Fig. 1: run 1, local utilization
The bar under the picture is 20 um long. The die is cut into 11 by 11 equal tiles; dark purple is low, yellow is high, 0 to 100% covered.
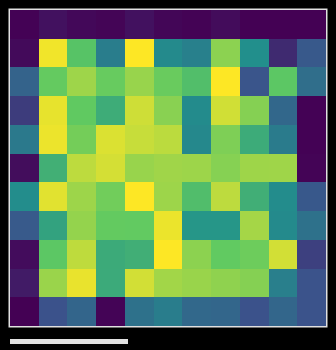
Fig. 2: run 1, clock nets
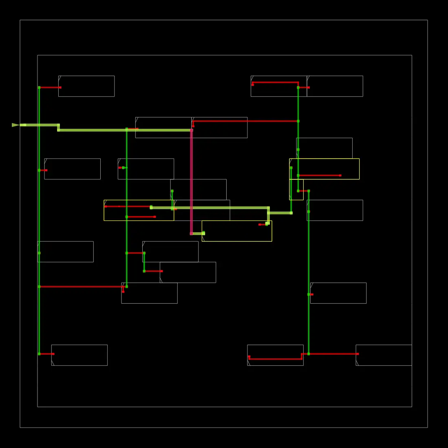
Fig. 3: run 1, cell classes on the final placement
The bar under the picture is 20 um long.
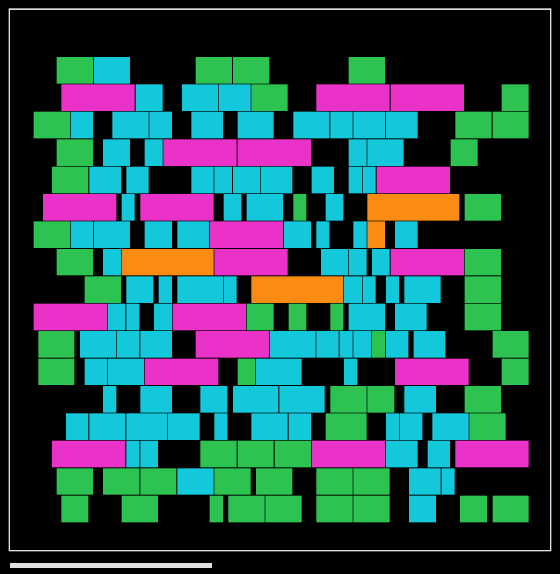
**config.mk**
```make
export PLATFORM = sky130hd
export DESIGN_NAME = pc_sequencer
export DESIGN_NICKNAME = d
export VERILOG_FILES = /design/src/rtl/pc_sequencer_pkg.sv /design/src/rtl/pc_sequencer_next_pc_mux.sv /design/src/rtl/pc_sequencer.sv
export SDC_FILE = /design/constraint.sdc
export NUM_CORES = 1
export LEC_CHECK = 0
export CAP_MARGIN = 20
export CORE_MARGIN = 2
export CORE_UTILIZATION = 46
export CTS_BUF_LIST = sky130_fd_sc_hd__clkbuf_16
export DETAILED_ROUTE_END_ITERATION = 7
export GPL_TIMING_DRIVEN = 0
export PLACE_DENSITY = 0.85
export SYNTH_ARGS = -nofsm -noshare
export SYNTH_HDL_FRONTEND = slang
export SYNTH_HIERARCHICAL = 1
export SYNTH_SLANG_ARGS = --single-unit
```
**constraint.sdc**
```tcl
create_clock -name clk -period 6.1 [get_ports clk]
set_clock_uncertainty 0.2 [all_clocks]
set_input_delay 1.22 -clock clk [delete_from_list [all_inputs] [get_ports clk]]
set_output_delay 1.22 -clock clk [all_outputs]
set_load 0.01 [all_outputs]
```
**src/rtl/pc_sequencer_pkg.sv**
```systemverilog
// Shared types and default widths for the program-counter sequencer.
// Imported by the sequencer top and its next-PC mux.
package pc_sequencer_pkg;

    localparam int DEF_PC_W  = 8;
    localparam int DEF_KEY_W = 5;

    typedef enum logic [1:0] {
        IDLE,
        RUN,
        HALTED
    } state_t;

    typedef enum logic [1:0] {
        SEL_HOLD,
        SEL_INC,
        SEL_LUT,
        SEL_LINK
    } sel_t;

endpackage

```
**src/rtl/pc_sequencer_next_pc_mux.sv**
```systemverilog
// Next-PC priority select and mux: halt/stall > ret > call > jump > taken branch > increment.
// Purely combinational, zero latency; no flow control, the caller decides when to apply it.
module pc_sequencer_next_pc_mux
    import pc_sequencer_pkg::*;
#(
    parameter int PC_W = DEF_PC_W
) (
    input  logic            halt_req,
    input  logic            stall,
    input  logic            ret,
    input  logic            call,
    input  logic            jump,
    input  logic            branch,
    input  logic            cond_flag,
    input  logic [PC_W-1:0] pc,
    input  logic [PC_W-1:0] link,
    input  logic [PC_W-1:0] lut_addr,
    output sel_t            sel,
    output logic [PC_W-1:0] pc_inc,
    output logic [PC_W-1:0] next_pc,
    output logic            link_wr
);

    // Wraps modulo 2^PC_W by truncation.
    assign pc_inc = pc + 1'b1;

    always_comb begin
        sel     = SEL_INC;
        link_wr = 1'b0;
        if (halt_req || stall) begin
            sel = SEL_HOLD;
        end else if (ret) begin
            sel = SEL_LINK;
        end else if (call) begin
            sel     = SEL_LUT;
            link_wr = 1'b1;
        end else if (jump || (branch && cond_flag)) begin
            sel = SEL_LUT;
        end
    end

    always_comb begin
        next_pc = pc;
        case (sel)
            SEL_HOLD: next_pc = pc;
            SEL_INC:  next_pc = pc_inc;
            SEL_LUT:  next_pc = lut_addr;
            SEL_LINK: next_pc = link;
            default:  next_pc = pc;
        endcase
    end

endmodule

```
**src/rtl/pc_sequencer.sv**
```systemverilog
// PC/fetch sequencer with run/halt control and a single-entry link register.
// Redirects land on the next edge (zero bubbles); stall holds everything for that cycle.
module pc_sequencer
    import pc_sequencer_pkg::*;
#(
    parameter int              PC_W     = DEF_PC_W,
    parameter int              KEY_W    = DEF_KEY_W,
    parameter logic [PC_W-1:0] RESET_PC = '0
) (
    input  logic             clk,
    input  logic             rst_n,
    input  logic             start,
    input  logic             stall,
    input  logic             halt_req,
    input  logic             branch,
    input  logic             cond_flag,
    input  logic             jump,
    input  logic             call,
    input  logic             ret,
    input  logic [KEY_W-1:0] key,
    output logic [KEY_W-1:0] lut_key,
    input  logic [PC_W-1:0]  lut_addr,
    output logic [PC_W-1:0]  pc,
    output logic [PC_W-1:0]  link,
    output logic             running,
    output logic             done
);

    state_t          state;
    sel_t            sel;
    logic [PC_W-1:0] pc_inc;
    logic [PC_W-1:0] next_pc;
    logic            link_wr;

    assign lut_key = key;

    pc_sequencer_next_pc_mux #(
        .PC_W (PC_W)
    ) u_next_pc_mux (
        .halt_req  (halt_req),
        .stall     (stall),
        .ret       (ret),
        .call      (call),
        .jump      (jump),
        .branch    (branch),
        .cond_flag (cond_flag),
        .pc        (pc),
        .link      (link),
        .lut_addr  (lut_addr),
        .sel       (sel),
        .pc_inc    (pc_inc),
        .next_pc   (next_pc),
        .link_wr   (link_wr)
    );

    always_ff @(posedge clk) begin
        if (!rst_n) begin
            state   <= IDLE;
            pc      <= RESET_PC;
            link    <= RESET_PC;
            running <= 1'b0;
            done    <= 1'b0;
        end else begin
            // done is a single-cycle pulse; only the RUN->HALTED transition raises it.
            done <= 1'b0;
            case (state)
                IDLE: begin
                    pc <= RESET_PC;
                    if (start) begin
                        state   <= RUN;
                        running <= 1'b1;
                    end
                end
                RUN: begin
                    if (halt_req) begin
                        state   <= HALTED;
                        running <= 1'b0;
                        done    <= 1'b1;
                    end else begin
                        pc <= next_pc;
                        if (link_wr) begin
                            link <= pc_inc;
                        end
                    end
                end
                HALTED: begin
                    if (start) begin
                        state   <= RUN;
                        pc      <= RESET_PC;
                        running <= 1'b1;
                    end
                end
                default: begin
                    state   <= IDLE;
                    pc      <= RESET_PC;
                    running <= 1'b0;
                end
            endcase
        end
    end

endmodule
```
==> impl_metrics.xml, run 1 <==
<?xml version="1.0" encoding="UTF-8"?>
<metrics>
  <group name="power_and_ir_drop">
    <metric name="heaviest_power_group" unit="">clock</metric>
    <metric name="p_sw_frac" unit="">0.2179</metric>
    <metric name="p_seq" unit="mW">0.127</metric>
    <metric name="power-per-cell-area" unit="nW/um2">186.5</metric>
    <metric name="clkPwrFrac" unit="">0.443</metric>
    <metric name="power_leakage" unit="nW">0.6160</metric>
    <metric name="switching_pwr" unit="mW">0.06650</metric>
  </group>
  <group name="cells_and_area">
    <metric name="signal_buffer_area_fraction" unit="">0.2928</metric>
    <metric name="clkCellAreaFrac" unit="">0.04893</metric>
    <metric name="logic_area" unit="um2">654.4</metric>
    <metric name="layout.area.top_class" unit="">logic gates</metric>
    <metric name="antennaDiodeCount" unit="">0</metric>
    <metric name="sequential_cell_area" unit="um2">380.4</metric>
    <metric name="comb_area_frac" unit="">0.3998</metric>
    <metric name="synthToLayoutAreaGrowth" unit="%">44.69</metric>
    <metric name="multi_input_comb_cells" unit="">90</metric>
    <metric name="fraction_of_final_layout_cells_sized_beyond_drive_strength_1" unit="">0.1310</metric>
  </group>
  <group name="grt">
    <metric name="initial_antenna_violation_count" unit="">0</metric>
    <metric name="grt.total_usage" unit="">0.2395</metric>
    <metric name="gr-total-overflow" unit="">0</metric>
    <metric name="pin_count_of_the_biggest_net_entering_global_routing" unit="">12</metric>
    <metric name="grt_pass1_vias" unit="">1055</metric>
  </group>
  <group name="clock_network">
    <metric name="cts_htree_levels" unit="">1</metric>
    <metric name="clk_transition_reported_paths" unit="ps">50</metric>
    <metric name="cts_tree" unit="">built</metric>
    <metric name="clockBufferDepth" unit="">2</metric>
    <metric name="cts.repair_timing.setup_buffer_count" unit="">0</metric>
  </group>
  <group name="floorplanning">
    <metric name="n_tap_cell" unit="">28</metric>
    <metric name="io_pins" unit="">46</metric>
    <metric name="floorplan.die.width" unit="um">53.59</metric>
  </group>
  <group name="timing">
    <metric name="postLayoutSetupSlackWorst" unit="ps">2862</metric>
    <metric name="setup-tns-final" unit="ps">0</metric>
    <metric name="rsz0062_at_grt" unit="">no</metric>
    <metric name="relSlewSlack" unit="">0.6655</metric>
    <metric name="final_max_slew_viol_count" unit="">0</metric>
    <metric name="tightestPinTransition" unit="ps">501.8</metric>
    <metric name="whs" unit="ps">332.8</metric>
    <metric name="number_of_setup_violations_in_the_final_report" unit="">0</metric>
  </group>
  <group name="placed_design">
    <metric name="port_buffers" unit="">39</metric>
    <metric name="dpl_cell_area" unit="um2">1556</metric>
    <metric name="dp_cells" unit="">192</metric>
  </group>
  <group name="setup_path">
    <metric name="critical_path.max_stage_delay" unit="ps">460</metric>
    <metric name="critPathSlowestCell" unit="">sky130_fd_sc_hd__clkdlybuf4s50_1</metric>
    <metric name="worstPathMaxFanout" unit="">8</metric>
    <metric name="worstSetupPathDepth" unit="">8</metric>
    <metric name="critPathRequiredTime" unit="ps">6040</metric>
    <metric name="start_kind" unit="">primary input</metric>
    <metric name="crit_path_start" unit="">halt_req</metric>
    <metric name="timing.rr.end" unit="">pc[6]$_SDFFE_PN0P_</metric>
    <metric name="cpLargestDelayFamily" unit="">buffers and inverters</metric>
    <metric name="crit_buf_inv" unit="">3</metric>
  </group>
  <group name="run">
    <metric name="openroad.warnings" unit="">26</metric>
  </group>
  <group name="detailed_routing">
    <metric name="route.detailed.vias_per_inst" unit="">5.597</metric>
    <metric name="number_of_routed_nets_with_antenna_violations" unit="">0</metric>
  </group>
  <group name="min_path">
    <metric name="hold-path-cell-count" unit="">2</metric>
    <metric name="hold_path.startpoint" unit="">link[1]$_SDFFE_PN0P_</metric>
  </group>
  <group name="synthesis">
    <metric name="synth_cells" unit="">125</metric>
  </group>
  <group name="outcome">
    <metric name="outcome" unit="">finished, final reports clean</metric>
  </group>
</metrics>
About Fig. 1:
fullest tile: 100%
mean over tiles: 56%
densest ninth of the die: centre
emptiest ninth of the die: upper right
utilization of the core after routing: 0.7191
Core Density at Floorplan: 0.4970

About Fig. 2:
clock buffer count in the final layout: 3
TritonCTS buffer count: 3
flip-flops: 19
sinks on the clock net: 19
clock network power: 0.135 mW

About Fig. 3:
[green] other buffers and delay cells | cells: 53 | share of their area: 30%
[orange] clock drivers and dummy loads | cells: 4 | share of their area: 5.0%
[cyan] combinational and other logic | cells: 92 | share of their area: 41%
[magenta] flops | cells: 19 | share of their area: 24%
standard cell core area: 2276 um2
count of standard-cell rows: 17
cell area after layout: 1637 um2
proportion of cell area occupied by registers: 0.2324

run 1: tightest hold or removal path, cell delays in order, from the launching register on:
cell and delay (ps):
sky130_fd_sc_hd__dfxtp_1 320, sky130_fd_sc_hd__mux2i_1 120, sky130_fd_sc_hd__nor2b_1 50
run 1: registers in the layout, summed over array words and instances, names as in the netlist:
name / cells
running: 1
done: 1
state: 1
link: 8
pc: 8
run 1: placed cells by master, fill, tap and decap left out, types with 2 or more instances in the layout:
master	n
sky130_fd_sc_hd__clkdlybuf4s50_1	39
sky130_fd_sc_hd__dfxtp_1	19
sky130_fd_sc_hd__mux2i_1	12
sky130_fd_sc_hd__nand2_1	10
sky130_fd_sc_hd__nor2b_1	9
sky130_fd_sc_hd__a22o_1	8
sky130_fd_sc_hd__buf_4	7
sky130_fd_sc_hd__nor2_1	5
sky130_fd_sc_hd__clkbuf_1	4
sky130_fd_sc_hd__o21ai_0	4
sky130_fd_sc_hd__and3_1	4
sky130_fd_sc_hd__a21oi_1	4
sky130_fd_sc_hd__clkbuf_16	3
sky130_fd_sc_hd__o31ai_1	3
sky130_fd_sc_hd__nand3_1	3
sky130_fd_sc_hd__buf_2	2
sky130_fd_sc_hd__and4bb_2	2
sky130_fd_sc_hd__xnor2_1	2
sky130_fd_sc_hd__xor2_1	2
sky130_fd_sc_hd__inv_1	2
sky130_fd_sc_hd__o21a_1	2
sky130_fd_sc_hd__nor3_1	2
run 1: routing by layer:
| layer | GRT usage | up-vias | wire, um |
|---|---|---|---|
| li1 | - | 537 | - |
| met1 | 0.2654 | 511 | 1200 |
| met2 | 0.4486 | 45 | 1493 |
| met3 | 0.06667 | 4 | 213 |
| met4 | 0.05556 | 0 | 30 |
| met5 | 0 | - | 0 |
Fig. 4: run 1, wire density map
The die is cut into 11 by 11 equal tiles; dark purple is low, yellow is high, scaled to the fullest tile. Values are wire area over tile area, all layers added.
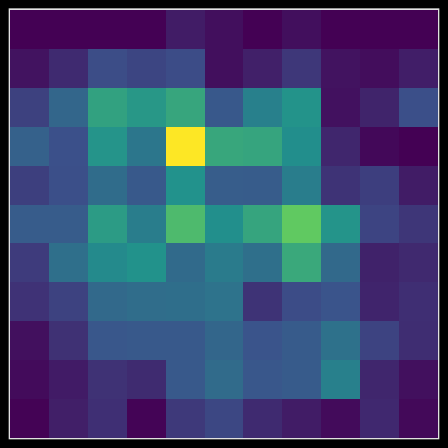

==> run 2, diff against run 1 <==
--- a/config.mk
+++ b/config.mk
@@ -7,11 +7,11 @@
 export LEC_CHECK = 0
 export CAP_MARGIN = 20
 export CORE_MARGIN = 2
-export CORE_UTILIZATION = 46
+export CORE_UTILIZATION = 38
 export CTS_BUF_LIST = sky130_fd_sc_hd__clkbuf_16
 export DETAILED_ROUTE_END_ITERATION = 7
 export GPL_TIMING_DRIVEN = 0
-export PLACE_DENSITY = 0.85
+export PLACE_DENSITY = 0.75
 export SYNTH_ARGS = -nofsm -noshare
 export SYNTH_HDL_FRONTEND = slang
 export SYNTH_HIERARCHICAL = 1
==> constraint.sdc (replaced) <==
create_clock -name clk -period 2.95 [get_ports clk]
set_clock_uncertainty 0.2 [all_clocks]
set_input_delay 0.59 -clock clk [delete_from_list [all_inputs] [get_ports clk]]
set_output_delay 0.59 -clock clk [all_outputs]
set_load 0.01 [all_outputs]
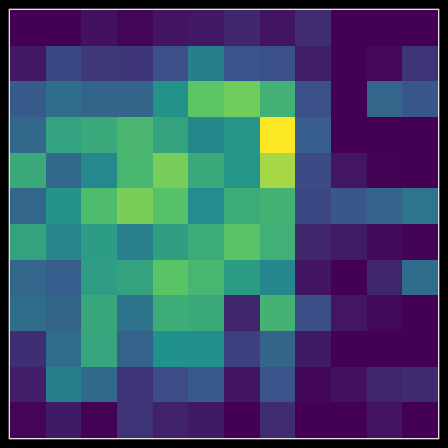
Fig. 5. Wire density map (run 2).
The die is cut into 12 by 12 equal tiles; dark purple is low, yellow is high, scaled to the fullest tile. Values are wire area over tile area, all layers added.
fullest tile: 0.45
mean over tiles: 0.13
tiles over half the peak: 27%
nearly empty tiles: 18%
emptiest ninth of the die: lower right
final WL: 2857 um
routed vias: 1073
Routed wire per std cell: 14.36 um
total routing usage reported by global routing: 0.1758

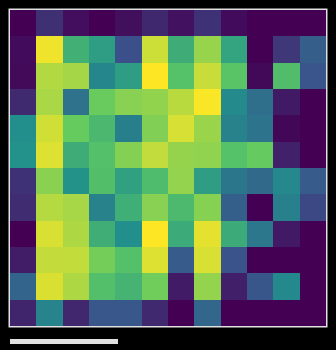
Fig. 6. Local utilization (run 2).
The bar under the picture is 20 um long. The die is cut into 12 by 12 equal tiles; dark purple is low, yellow is high, 0 to 100% covered.
mean over tiles: 47%
emptiest ninth of the die: lower right
fullest tile: 100%
utilization of the core after routing: 0.5897
standard cell core area: 2781 um2
Core Density at Floorplan: 0.4067

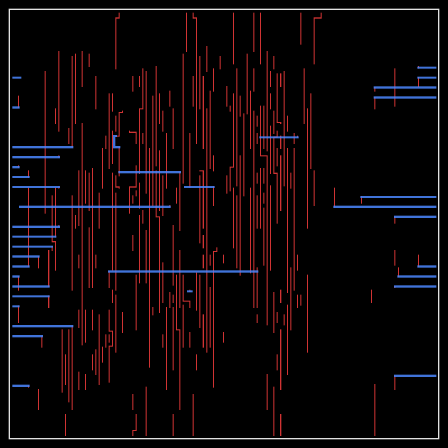
Fig. 7. Routed metal, one colour a layer (run 2).
Only two layers are drawn.
[blue] metal 3 | wire length: 202 um
[red] metal 2 | wire length: 1390 um

==> impl_metrics.xml, run 2 <==
<?xml version="1.0" encoding="UTF-8"?>
<metrics>
  <group name="setup_path">
    <metric name="worstPathMaxFanout" unit="">8</metric>
    <metric name="cpLargestDelayFamily" unit="">buffers and inverters</metric>
    <metric name="cp.arrival" unit="ps">2530</metric>
    <metric name="timing.rr.end" unit="">pc[6]$_SDFFE_PN0P_</metric>
    <metric name="crit_buf_inv" unit="">3</metric>
    <metric name="r2r_slack" unit="ps">860</metric>
    <metric name="reg2reg_from" unit="">pc[0]$_SDFFE_PN0P_</metric>
    <metric name="crit_type" unit="">in2reg</metric>
    <metric name="start_kind" unit="">primary input</metric>
    <metric name="critical_path.max_stage_delay" unit="ps">450</metric>
    <metric name="critPathSlowestCell" unit="">sky130_fd_sc_hd__clkdlybuf4s50_1</metric>
    <metric name="critPathRequiredTime" unit="ps">2890</metric>
    <metric name="critPathCaptureType" unit="">flop</metric>
    <metric name="worstPathCellList" unit="">clkdlybuf4s50_1 &gt; or2_2 &gt; clkbuf_1 &gt; nor3b_1 &gt; and4bb_2 &gt; buf_4 &gt; mux2i_1 &gt; nor2b_1</metric>
    <metric name="rr_worst_depth" unit="">6</metric>
  </group>
  <group name="timing">
    <metric name="whs" unit="ps">319.9</metric>
    <metric name="final.min_clock_period" unit="ps">2587</metric>
    <metric name="number_of_setup_violations_in_the_final_report" unit="">0</metric>
    <metric name="setup-tns-final" unit="ps">0</metric>
    <metric name="rsz0062_at_grt" unit="">no</metric>
    <metric name="hold_viol" unit="">0</metric>
    <metric name="relSlewSlack" unit="">0.6871</metric>
    <metric name="final_max_slew_viol_count" unit="">0</metric>
    <metric name="max_freq" unit="GHz">0.3865</metric>
    <metric name="timing.final.crit_share" unit="">0.8770</metric>
    <metric name="tightestPinTransition" unit="ps">469.3</metric>
    <metric name="postLayoutSetupSlackWorst" unit="ps">362.9</metric>
  </group>
  <group name="power_and_ir_drop">
    <metric name="p_sw_frac" unit="">0.2204</metric>
    <metric name="clkPwrFrac" unit="">0.446</metric>
    <metric name="switching_pwr" unit="mW">0.1396</metric>
    <metric name="power.sequential.fraction" unit="">0.416</metric>
    <metric name="power-per-cell-area" unit="nW/um2">386.0</metric>
    <metric name="worst_ir_drop_vdd" unit="uV">306.8</metric>
    <metric name="design_power_total" unit="mW">0.6332</metric>
    <metric name="power_leakage" unit="nW">0.6160</metric>
  </group>
  <group name="floorplanning">
    <metric name="die_h" unit="um">58.56</metric>
    <metric name="floorplan.die.width" unit="um">58.56</metric>
    <metric name="die-area" unit="um2">3429</metric>
    <metric name="io_pins" unit="">46</metric>
    <metric name="row_count" unit="">19</metric>
  </group>
  <group name="run">
    <metric name="openroad.warnings" unit="">26</metric>
    <metric name="drv_cap" unit="">0</metric>
  </group>
  <group name="clock_network">
    <metric name="clock_sinks" unit="">19</metric>
    <metric name="postCtsHoldBufs" unit="">0</metric>
    <metric name="clockBufferDepth" unit="">2</metric>
    <metric name="clock_tree.root_cell" unit="">sky130_fd_sc_hd__clkbuf_16</metric>
    <metric name="cts_tree" unit="">built</metric>
    <metric name="clk_transition_reported_paths" unit="ps">60</metric>
    <metric name="post_cts_resize_count" unit="">0</metric>
    <metric name="tritoncts.num_buffers" unit="">3</metric>
    <metric name="cts.repair_timing.setup_buffer_count" unit="">0</metric>
    <metric name="cts_htree_levels" unit="">1</metric>
    <metric name="worstSkewPairLatency" unit="ps">250</metric>
  </group>
  <group name="synthesis">
    <metric name="synth.net_count" unit="">149</metric>
    <metric name="ys_warn_count" unit="">6</metric>
    <metric name="avgSynthCellArea" unit="um2">9.049</metric>
    <metric name="syn-cell-area" unit="um2">1131</metric>
    <metric name="synth_cells" unit="">125</metric>
  </group>
  <group name="placed_design">
    <metric name="port_buffers" unit="">39</metric>
    <metric name="dp_cells" unit="">195</metric>
    <metric name="dpl_cell_area" unit="um2">1560</metric>
    <metric name="gpl.final_weighted_congestion" unit="">0.8264</metric>
    <metric name="detailedPlace.worstSlack" unit="ps">134.5</metric>
    <metric name="place_hpwl" unit="um">2003</metric>
  </group>
  <group name="min_path">
    <metric name="timing.hold.worst.class" unit="">reg2reg</metric>
    <metric name="hold-path-endpoint" unit="">running$_SDFFE_PN0P_</metric>
    <metric name="hold-path-cell-count" unit="">1</metric>
    <metric name="hold_path.startpoint" unit="">running$_SDFFE_PN0P_</metric>
  </group>
  <group name="cells_and_area">
    <metric name="final_common_cell" unit="">sky130_fd_sc_hd__clkdlybuf4s50_1</metric>
    <metric name="synthToLayoutAreaGrowth" unit="%">45.02</metric>
    <metric name="fraction_of_final_layout_cells_sized_beyond_drive_strength_1" unit="">0.1310</metric>
    <metric name="antennaDiodeCount" unit="">0</metric>
    <metric name="final_layout_top_logic_cells" unit="">39 x sky130_fd_sc_hd__clkdlybuf4s50_1, 19 x sky130_fd_sc_hd__dfxtp_1, 12 x sky130_fd_sc_hd__mux2i_1</metric>
    <metric name="layout.cell_area.non_filler" unit="um2">1640</metric>
    <metric name="net_count_final" unit="">193</metric>
    <metric name="final-instance-count-excl-fill" unit="">199</metric>
    <metric name="final.fill_count" unit="">254</metric>
    <metric name="top_regs" unit="">link (8), pc (8)</metric>
  </group>
  <group name="detailed_routing">
    <metric name="route.detailed.vias_per_inst" unit="">5.392</metric>
    <metric name="detailedRoute.firstIterationViolations" unit="">32</metric>
    <metric name="number_of_routed_nets_with_antenna_violations" unit="">0</metric>
  </group>
  <group name="grt">
    <metric name="initial_antenna_violation_count" unit="">0</metric>
    <metric name="grt_pass1_vias" unit="">1003</metric>
    <metric name="gr-total-overflow" unit="">0</metric>
    <metric name="first_pass_grt_wire_length" unit="um">4560</metric>
    <metric name="pin_count_of_the_biggest_net_entering_global_routing" unit="">12</metric>
  </group>
  <group name="outcome">
    <metric name="outcome" unit="">finished, final reports clean</metric>
  </group>
</metrics>
[run 2: worst max path at each step]
| stage | startpoint | endpoint | slack, ps | cells after the start |
|---|---|---|---|---|
| 4_1_cts | halt_req | link[6]$_SDFFE_PN0P_ | 380 | 8 |
| 3_3_place_gp | halt_req | link[5]$_SDFFE_PN0P_ | 140 | 8 |
| 6_report | halt_req | link[6]$_SDFFE_PN0P_ | 360 | 8 |
| 3_5_place_dp | halt_req | link[6]$_SDFFE_PN0P_ | 130 | 8 |
| 2_1_floorplan | stall | link[0]$_SDFFE_PN0P_ | 800 | 7 |
| 5_1_grt | halt_req | link[0]$_SDFFE_PN0P_ | 200 | 8 |
[run 2: final cells by class]
cell class	count	area, um2	area share
well taps	31	38.79	0.02365
plain buffers	14	88.84	0.05416
multi-input cells	90	654.4	0.3989
flip-flops and latches	19	380.4	0.2319
repair buffers	39	390.4	0.2380
inverters	2	7.507	0.004577
clock buffers	3	75.07	0.04577
clock inverters	1	5.005	0.003051
[run 2: power by group through the flow]
stage	Sequential [mW]	Clock, mW	Combinational (mW)
4_1_cts	0.263	0.284	0.0874
3_3_place_gp	0.269	0	0.0859
6_report	0.263	0.283	0.0872
2_1_floorplan	0.269	0	0.0426
5_1_grt	0.264	0.294	0.0940
3_5_place_dp	0.269	0	0.0868
[run 2: routing by layer]
| layer | track usage | vias up | routed length, um |
|---|---|---|---|
| li1 | - | 533 | - |
| met1 | 0.2280 | 495 | 1235 |
| met2 | 0.2857 | 41 | 1389 |
| met3 | 0.03516 | 4 | 201 |
| met4 | 0.06977 | 0 | 31 |
| met5 | 0 | - | 0 |
Power figures rest on the tool's default switching activity, not on a simulated workload.
